## config.mk

```make
export PLATFORM = sky130hd
export DESIGN_NAME = fill_engine_flat
export DESIGN_NICKNAME = d
export VERILOG_FILES = /design/src/rtl/fill_if.sv /design/src/rtl/fill_engine.sv /design/src/flat_wrapper.sv
export SDC_FILE = /design/constraint.sdc
export NUM_CORES = 1
export LEC_CHECK = 0
export CORE_MARGIN = 2
export CORE_UTILIZATION = 57
export DETAILED_ROUTE_END_ITERATION = 6
export MAX_ROUTING_LAYER = met4
export PLACE_DENSITY_LB_ADDON = 0.25
export SETUP_SLACK_MARGIN = 0.1
export SYNTH_ARGS = -nofsm -noshare
export SYNTH_HDL_FRONTEND = slang
export SYNTH_SLANG_ARGS = --single-unit
```

## constraint.sdc

```tcl
create_clock -name clk -period 5.64 [get_ports clk]
set_input_delay 0.564 -clock clk [delete_from_list [all_inputs] [get_ports clk]]
set_output_delay 0.564 -clock clk [all_outputs]
set_load 0.1 [all_outputs]
```

## src/rtl/fill_if.sv

```systemverilog
// Command and pixel-stream bundle between a fill requester and fill_engine.
// The requester (master) drives the command; the engine (slave) drives the pixel stream.
interface fill_if #(
    parameter int H_RES   = 160,
    parameter int V_RES   = 120,
    parameter int COLOR_W = 3
);
    localparam int X_W = $clog2(H_RES);
    localparam int Y_W = $clog2(V_RES);

    logic               start;
    logic               abort;
    logic [1:0]         mode;
    logic [COLOR_W-1:0] color_a;
    logic [COLOR_W-1:0] color_b;
    logic [X_W-1:0]     x0;
    logic [X_W-1:0]     x1;
    logic [Y_W-1:0]     y0;
    logic [Y_W-1:0]     y1;

    logic [X_W-1:0]     x;
    logic [Y_W-1:0]     y;
    logic [COLOR_W-1:0] color;
    logic               plot;
    logic               busy;
    logic               done;

    modport master (
        output start, abort, mode, color_a, color_b, x0, x1, y0, y1,
        input  x, y, color, plot, busy, done
    );

    modport slave (
        input  start, abort, mode, color_a, color_b, x0, x1, y0, y1,
        output x, y, color, plot, busy, done
    );
endinterface

```

## src/rtl/fill_engine.sv

```systemverilog
// Raster fill engine: emits one clipped pixel per clock over a rectangle, in solid
// or checkerboard colour, with start/busy/done handshake and abort.
module fill_engine #(
    parameter int H_RES     = 160,
    parameter int V_RES     = 120,
    parameter int COLOR_W   = 3,
    parameter int CHK_SHIFT = 3
) (
    input logic   clk,
    input logic   reset_n,
    fill_if.slave bus
);
    localparam int X_W = $clog2(H_RES);
    localparam int Y_W = $clog2(V_RES);
    localparam logic [X_W-1:0] X_MAX = X_W'(H_RES - 1);
    localparam logic [Y_W-1:0] Y_MAX = Y_W'(V_RES - 1);

    typedef enum logic [1:0] {IDLE, FILL, DONE} state_t;

    state_t             state, state_n;
    logic [X_W-1:0]     x_q, x_n, xs_q, xs_n, xe_q, xe_n;
    logic [Y_W-1:0]     y_q, y_n, ye_q, ye_n;
    logic               chk_q, chk_n;
    logic [COLOR_W-1:0] ca_q, ca_n, cb_q, cb_n, color_q, color_n;
    logic               plot_q, plot_n, busy_q, busy_n, done_q, done_n;

    logic [X_W-1:0]     clip_xe;
    logic [Y_W-1:0]     clip_ye;
    logic               empty;

    function automatic logic [COLOR_W-1:0] pix_color(
        input logic               chk,
        input logic [X_W-1:0]     px,
        input logic [Y_W-1:0]     py,
        input logic [COLOR_W-1:0] ca,
        input logic [COLOR_W-1:0] cb
    );
        return (chk && (px[CHK_SHIFT] ^ py[CHK_SHIFT])) ? cb : ca;
    endfunction

    assign clip_xe = (bus.x1 > X_MAX) ? X_MAX : bus.x1;
    assign clip_ye = (bus.y1 > Y_MAX) ? Y_MAX : bus.y1;
    // An origin beyond the screen is already caught by the clipped compare; kept explicit for clarity.
    assign empty   = (bus.x0 > clip_xe) || (bus.y0 > clip_ye) ||
                     ({1'b0, bus.x0} >= (X_W+1)'(H_RES)) ||
                     ({1'b0, bus.y0} >= (Y_W+1)'(V_RES));

    always_comb begin
        // NOTE: every variable gets a default first so no path leaves it unassigned (no latches).
        state_n = state;
        x_n     = x_q;
        y_n     = y_q;
        xs_n    = xs_q;
        xe_n    = xe_q;
        ye_n    = ye_q;
        chk_n   = chk_q;
        ca_n    = ca_q;
        cb_n    = cb_q;
        color_n = color_q;
        plot_n  = 1'b0;
        busy_n  = 1'b0;
        done_n  = 1'b0;

        case (state)
            IDLE: begin
                if (bus.start) begin
                    xs_n  = bus.x0;
                    xe_n  = clip_xe;
                    ye_n  = clip_ye;
                    chk_n = (bus.mode == 2'd1);
                    ca_n  = bus.color_a;
                    cb_n  = bus.color_b;
                    if (empty) begin
                        state_n = DONE;
                        done_n  = 1'b1;
                    end else begin
                        state_n = FILL;
                        x_n     = bus.x0;
                        y_n     = bus.y0;
                        plot_n  = 1'b1;
                        busy_n  = 1'b1;
                        color_n = pix_color(bus.mode == 2'd1, bus.x0, bus.y0,
                                            bus.color_a, bus.color_b);
                    end
                end
            end
            FILL: begin
                if (bus.abort) begin
                    state_n = IDLE;
                end else if (x_q == xe_q && y_q == ye_q) begin
                    state_n = DONE;
                    done_n  = 1'b1;
                end else begin
                    plot_n = 1'b1;
                    busy_n = 1'b1;
                    if (x_q == xe_q) begin
                        x_n = xs_q;
                        y_n = y_q + Y_W'(1);
                    end else begin
                        x_n = x_q + X_W'(1);
                    end
                    color_n = pix_color(chk_q, x_n, y_n, ca_q, cb_q);
                end
            end
            DONE:    state_n = IDLE;
            default: state_n = IDLE;
        endcase
    end

    // NOTE: sequential state uses non-blocking assignments so all registers update together.
    always_ff @(posedge clk or negedge reset_n) begin
        if (!reset_n) begin
            state   <= IDLE;
            x_q     <= '0;
            y_q     <= '0;
            xs_q    <= '0;
            xe_q    <= '0;
            ye_q    <= '0;
            chk_q   <= 1'b0;
            ca_q    <= '0;
            cb_q    <= '0;
            color_q <= '0;
            plot_q  <= 1'b0;
            busy_q  <= 1'b0;
            done_q  <= 1'b0;
        end else begin
            state   <= state_n;
            x_q     <= x_n;
            y_q     <= y_n;
            xs_q    <= xs_n;
            xe_q    <= xe_n;
            ye_q    <= ye_n;
            chk_q   <= chk_n;
            ca_q    <= ca_n;
            cb_q    <= cb_n;
            color_q <= color_n;
            plot_q  <= plot_n;
            busy_q  <= busy_n;
            done_q  <= done_n;
        end
    end

    assign bus.x     = x_q;
    assign bus.y     = y_q;
    assign bus.color = color_q;
    assign bus.plot  = plot_q;
    assign bus.busy  = busy_q;
    assign bus.done  = done_q;
endmodule

```

## src/flat_wrapper.sv

```systemverilog
// flat-port wrapper written by rule: the top's interface ports become plain ports
module fill_engine_flat 
#(
    parameter int H_RES     = 160,
    parameter int V_RES     = 120,
    parameter int COLOR_W   = 3,
    parameter int CHK_SHIFT = 3
)
  (clk, reset_n, bus_start, bus_abort, bus_mode, bus_color_a, bus_color_b, bus_x0, bus_x1, bus_y0, bus_y1, bus_x, bus_y, bus_color, bus_plot, bus_busy, bus_done);
  fill_if #(.H_RES(H_RES), .V_RES(V_RES), .COLOR_W(COLOR_W)) bus_i ();
  input logic clk;
  input logic reset_n;
  input wire logic [$bits(bus_i.start)-1:0] bus_start;
  input wire logic [$bits(bus_i.abort)-1:0] bus_abort;
  input wire logic [$bits(bus_i.mode)-1:0] bus_mode;
  input wire logic [$bits(bus_i.color_a)-1:0] bus_color_a;
  input wire logic [$bits(bus_i.color_b)-1:0] bus_color_b;
  input wire logic [$bits(bus_i.x0)-1:0] bus_x0;
  input wire logic [$bits(bus_i.x1)-1:0] bus_x1;
  input wire logic [$bits(bus_i.y0)-1:0] bus_y0;
  input wire logic [$bits(bus_i.y1)-1:0] bus_y1;
  output wire logic [$bits(bus_i.x)-1:0] bus_x;
  output wire logic [$bits(bus_i.y)-1:0] bus_y;
  output wire logic [$bits(bus_i.color)-1:0] bus_color;
  output wire logic [$bits(bus_i.plot)-1:0] bus_plot;
  output wire logic [$bits(bus_i.busy)-1:0] bus_busy;
  output wire logic [$bits(bus_i.done)-1:0] bus_done;
  assign bus_i.start = bus_start;
  assign bus_i.abort = bus_abort;
  assign bus_i.mode = bus_mode;
  assign bus_i.color_a = bus_color_a;
  assign bus_i.color_b = bus_color_b;
  assign bus_i.x0 = bus_x0;
  assign bus_i.x1 = bus_x1;
  assign bus_i.y0 = bus_y0;
  assign bus_i.y1 = bus_y1;
  assign bus_x = bus_i.x;
  assign bus_y = bus_i.y;
  assign bus_color = bus_i.color;
  assign bus_plot = bus_i.plot;
  assign bus_busy = bus_i.busy;
  assign bus_done = bus_i.done;
  fill_engine #(.H_RES(H_RES), .V_RES(V_RES), .COLOR_W(COLOR_W), .CHK_SHIFT(CHK_SHIFT)) u_core (.clk(clk), .reset_n(reset_n), .bus(bus_i));
endmodule
```

==> flow_metrics.env <==
# flow metrics
export IMPL_synthXorXnorAreaFrac=0.0705
export IMPL_timing_critical_path_slowest_stage_cell="sky130_fd_sc_hd__clkdlybuf4s50_1"
export IMPL_tightestPinTransition_ns=0.973
export IMPL_chip_area_mm2=0.00642
export IMPL_postSynthRegisterBits=52
export IMPL_buffer_levels_on_the_longest_clock_path=2
export IMPL_gp_routability_congestion=0.895
export IMPL_compound_area_frac=0.148
export IMPL_crit_buf_inv=1
export IMPL_post_cts_resized_instances=0
export IMPL_worst_path_arrival_time_ns=3.43
export IMPL_setup_viol_count_final=0
export IMPL_peak_ir_drop_on_the_vdd_network_v=0.000420
export IMPL_syn_inst=355
export IMPL_ys_top_logic_family="simple AND/OR/NAND/NOR gates"
export IMPL_power_sequential_fraction=0.312
export IMPL_grt_use_met2=0.440
export IMPL_layout_top_cells="73 x sky130_fd_sc_hd__nand2_1, 61 x sky130_fd_sc_hd__clkdlybuf4s50_1, 52 x sky130_fd_sc_hd__dfrtp_1"
export IMPL_port_buffer_count=62
export IMPL_path_cells="clkdlybuf4s50_1, and4_1, nor2_1, ha_1, nor2b_1, a2bb2oi_1, maj3_1, a221oi_4, a31o_4, mux2_1"
export IMPL_status="finished, final reports clean"
export IMPL_drc=0
export IMPL_top_area_cell="sky130_fd_sc_hd__dfrtp_1"
export IMPL_hold_path_class="in2async"
export IMPL_regToRegStartpoint="u_core.bus.x[0]"
export IMPL_grt_antenna_before_repair=0
export IMPL_finalMaxSlewViolations=0
export IMPL_postSynthSeqShare=0.394
export IMPL_maxClockFrequency_mhz=309
export IMPL_mostFrequentLayoutCell="sky130_fd_sc_hd__nand2_1"
export IMPL_met1_usage=0.399
export IMPL_yosys_area_mm2=0.00330
export IMPL_dpl_cell_count=478
export IMPL_tritoncts_clock_tree="yes"
export IMPL_cts_root_buf="sky130_fd_sc_hd__clkbuf_8"
export IMPL_area_growth_syn_to_layout_pct=23.2
export IMPL_top_cells_by_area="sky130_fd_sc_hd__dfrtp_1 39%, sky130_fd_sc_hd__nand2_1 8.3%, sky130_fd_sc_hd__ha_1 6.1%, sky130_fd_sc_hd__o21ai_0 4.4%, sky130_fd_sc_hd__mux2_4 3.6%"
export IMPL_yosysCellCount=355
export IMPL_fp_nets=413
export IMPL_grt_max_degree=53
export IMPL_simple_gate_area_frac=0.207
==> through the flow <==
stage | hold slack (ns) | setup WS (ns) | power, W | utilization | cell area (um2)
3_5_place_dp | 0.464 | 2.09 | 0.00187 | 0.715 | 3960
4_1_cts | 0.392 | 2.42 | 0.00213 | 0.734 | 4070
5_1_grt | 0.418 | 2.27 | 0.00224 | 0.734 | 4070
3_3_place_gp | 0.459 | 2.20 | 0.00185 | 0.715 | 3960
6_report | 0.365 | 2.41 | 0.00213 | 0.734 | 4070
2_1_floorplan | 0.268 | 2.76 | 0.00156 | - | 3300
==> Yosys cell counts, types with 5 or more instances <==
| cell type | n |
|---|---|
| sky130_fd_sc_hd__a21oi_1 | 17 |
| sky130_fd_sc_hd__nor2_1 | 13 |
| sky130_fd_sc_hd__xor2_1 | 13 |
| sky130_fd_sc_hd__nand2_1 | 73 |
| sky130_fd_sc_hd__ha_1 | 16 |
| sky130_fd_sc_hd__clkbuf_1 | 9 |
| sky130_fd_sc_hd__mux2_1 | 5 |
| sky130_fd_sc_hd__mux2_4 | 8 |
| sky130_fd_sc_hd__xnor2_1 | 11 |
| sky130_fd_sc_hd__and3_1 | 6 |
| sky130_fd_sc_hd__o21ai_0 | 29 |
| sky130_fd_sc_hd__dfrtp_1 | 52 |
| sky130_fd_sc_hd__nand3_1 | 16 |
| sky130_fd_sc_hd__inv_1 | 13 |
| sky130_fd_sc_hd__nand4_1 | 5 |
| sky130_fd_sc_hd__mux2i_1 | 7 |
==> registers in the layout, summed over array words and instances (netlist names) <==
register	count
u_core.ca_q	3
u_core.bus.x	8
u_core.xs_q	8
u_core.bus.done	1
u_core.xe_q	8
u_core.bus.color	3
u_core.bus.y	7
u_core.cb_q	3
u_core.ye_q	7
u_core.state	2
u_core.chk_q	1
u_core.bus.plot	1
==> path summary, 6_finish.rpt <==
path,endpoint,slack [ns],cells after the start
min,u_core.cb_q[1],0.36,2
max in group asynchronous,u_core.ye_q[1],4.80,2
min in group clk,u_core.xs_q[2],0.49,2
min reg2reg,u_core.xs_q[2],0.49,2
max reg2reg,u_core.bus.color[1],2.91,6
max,u_core.bus.color[1],2.41,10
==> power groups by stage <==
stage                     sequential [W]  clock (W)  combinational [W]
final                           0.000664   0.000260            0.00120
after global routing            0.000683   0.000279            0.00127
after CTS                       0.000661   0.000263            0.00120
after detailed placement        0.000667          0            0.00120
after global placement          0.000670          0            0.00118
after floorplan                  0.00110          0           0.000459
==> layout make-up <==
| class | count | area (um2) | area share |
|---|---|---|---|
| Multi-Input combinational cell | 276 | 1880 | 0.463 |
| Timing Repair Buffer | 65 | 638 | 0.157 |
| Inverter | 13 | 48.8 | 0.0120 |
| Clock inverter | 2 | 35.0 | 0.00861 |
| Tap cell | 72 | 90.1 | 0.0221 |
| Sequential cell | 52 | 1300 | 0.320 |
| Clock buffer | 6 | 72.6 | 0.0178 |
==> routing by layer <==
layer  vias to the layer above  part of all wire
met2                       100              0.47
met5                         -                 0
met4                         0             0.015
li1                       1375                 -
met1                      1372              0.46
met3                        13             0.063
flops_by_reg.png
The bar under the picture is 20 um long.
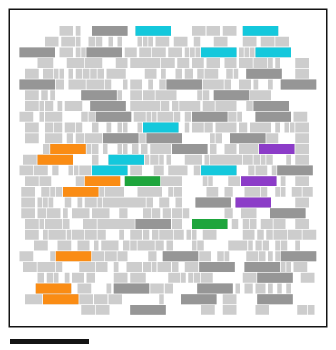
- orange: `u_core.ye_q` (placed flops 7)
- green: `u_core.state` (placed flops 2)
- cyan: `u_core.xs_q` (placed flops 8)
- purple: `u_core.bus.color` (placed flops 3)
- not colored: 32

sizes.png
The bar under the picture is 20 um long.
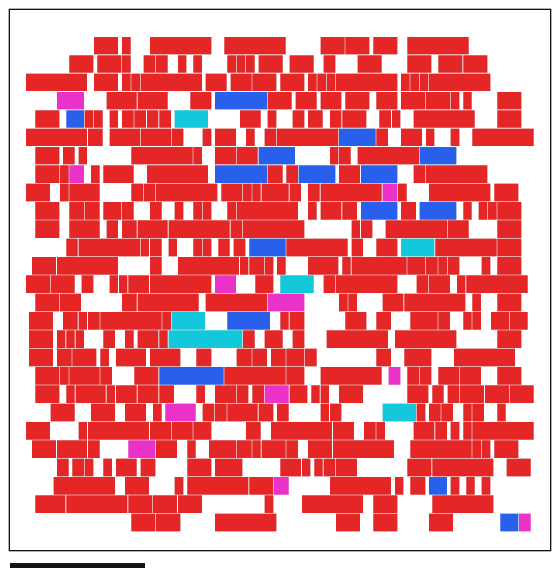
- blue: _3 and _4 cells (cells 15; share 3.6%; most used mux2_4)
- magenta: _2 cells (cells 11; share 2.7%)
- red: _0 and _1 cells (cells 382; share 92%; most used nand2_1)
- cyan: _6 and larger (cells 6; share 1.4%; most used clkbuf_8)

clk_routes.png
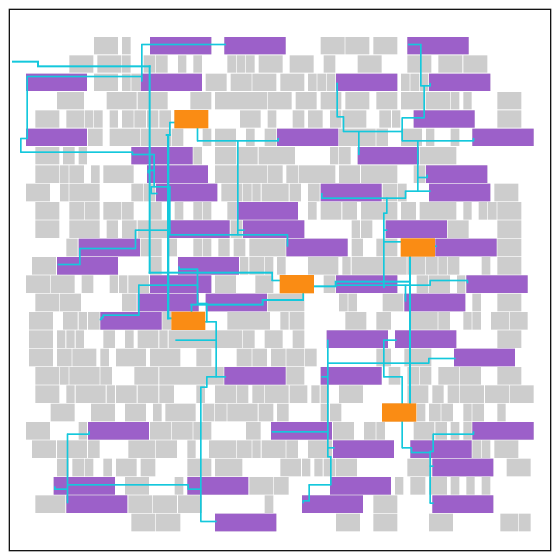
- purple: flip-flops (count 52)
- cyan: clock wires (length 675 um)
- orange: clock drivers (count 5)
- flops lie: all over the die
- routed clock nets: 6

placement_by_type.png
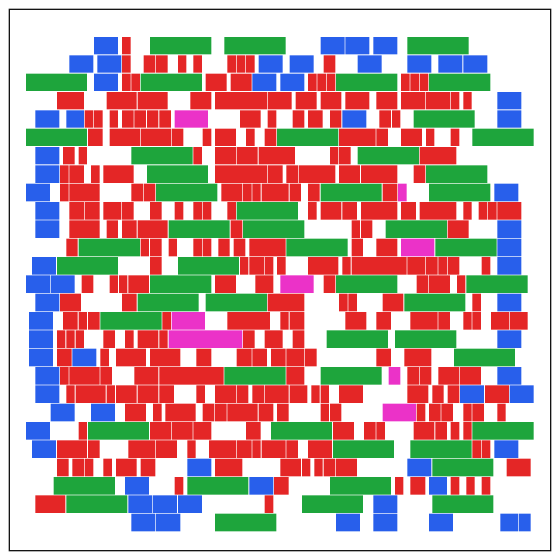
- red: combinational and other logic (cells 289; share of their area 49%)
- magenta: clock drivers and dummy loads (cells 8; share of their area 2.7%)
- green: flops (cells 52; share of their area 33%)
- blue: other buffers and delay cells (cells 65; share of their area 16%)
flip-flop and latch share of the layout cell area: 0.320
num rows: 27
final instance area: 0.00407 mm2

clocks.png
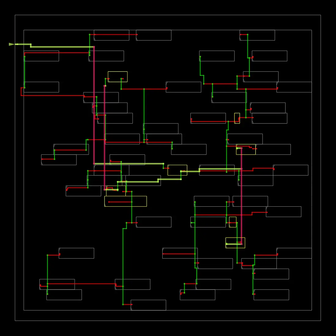
number of CTS-inserted buffers: 5
count of clock buffers in the final design: 6
Worst-Skew Late Latency: 0.32 ns
Seq cells: 52

No activity file was given, so power comes from the tool's default toggle rates.
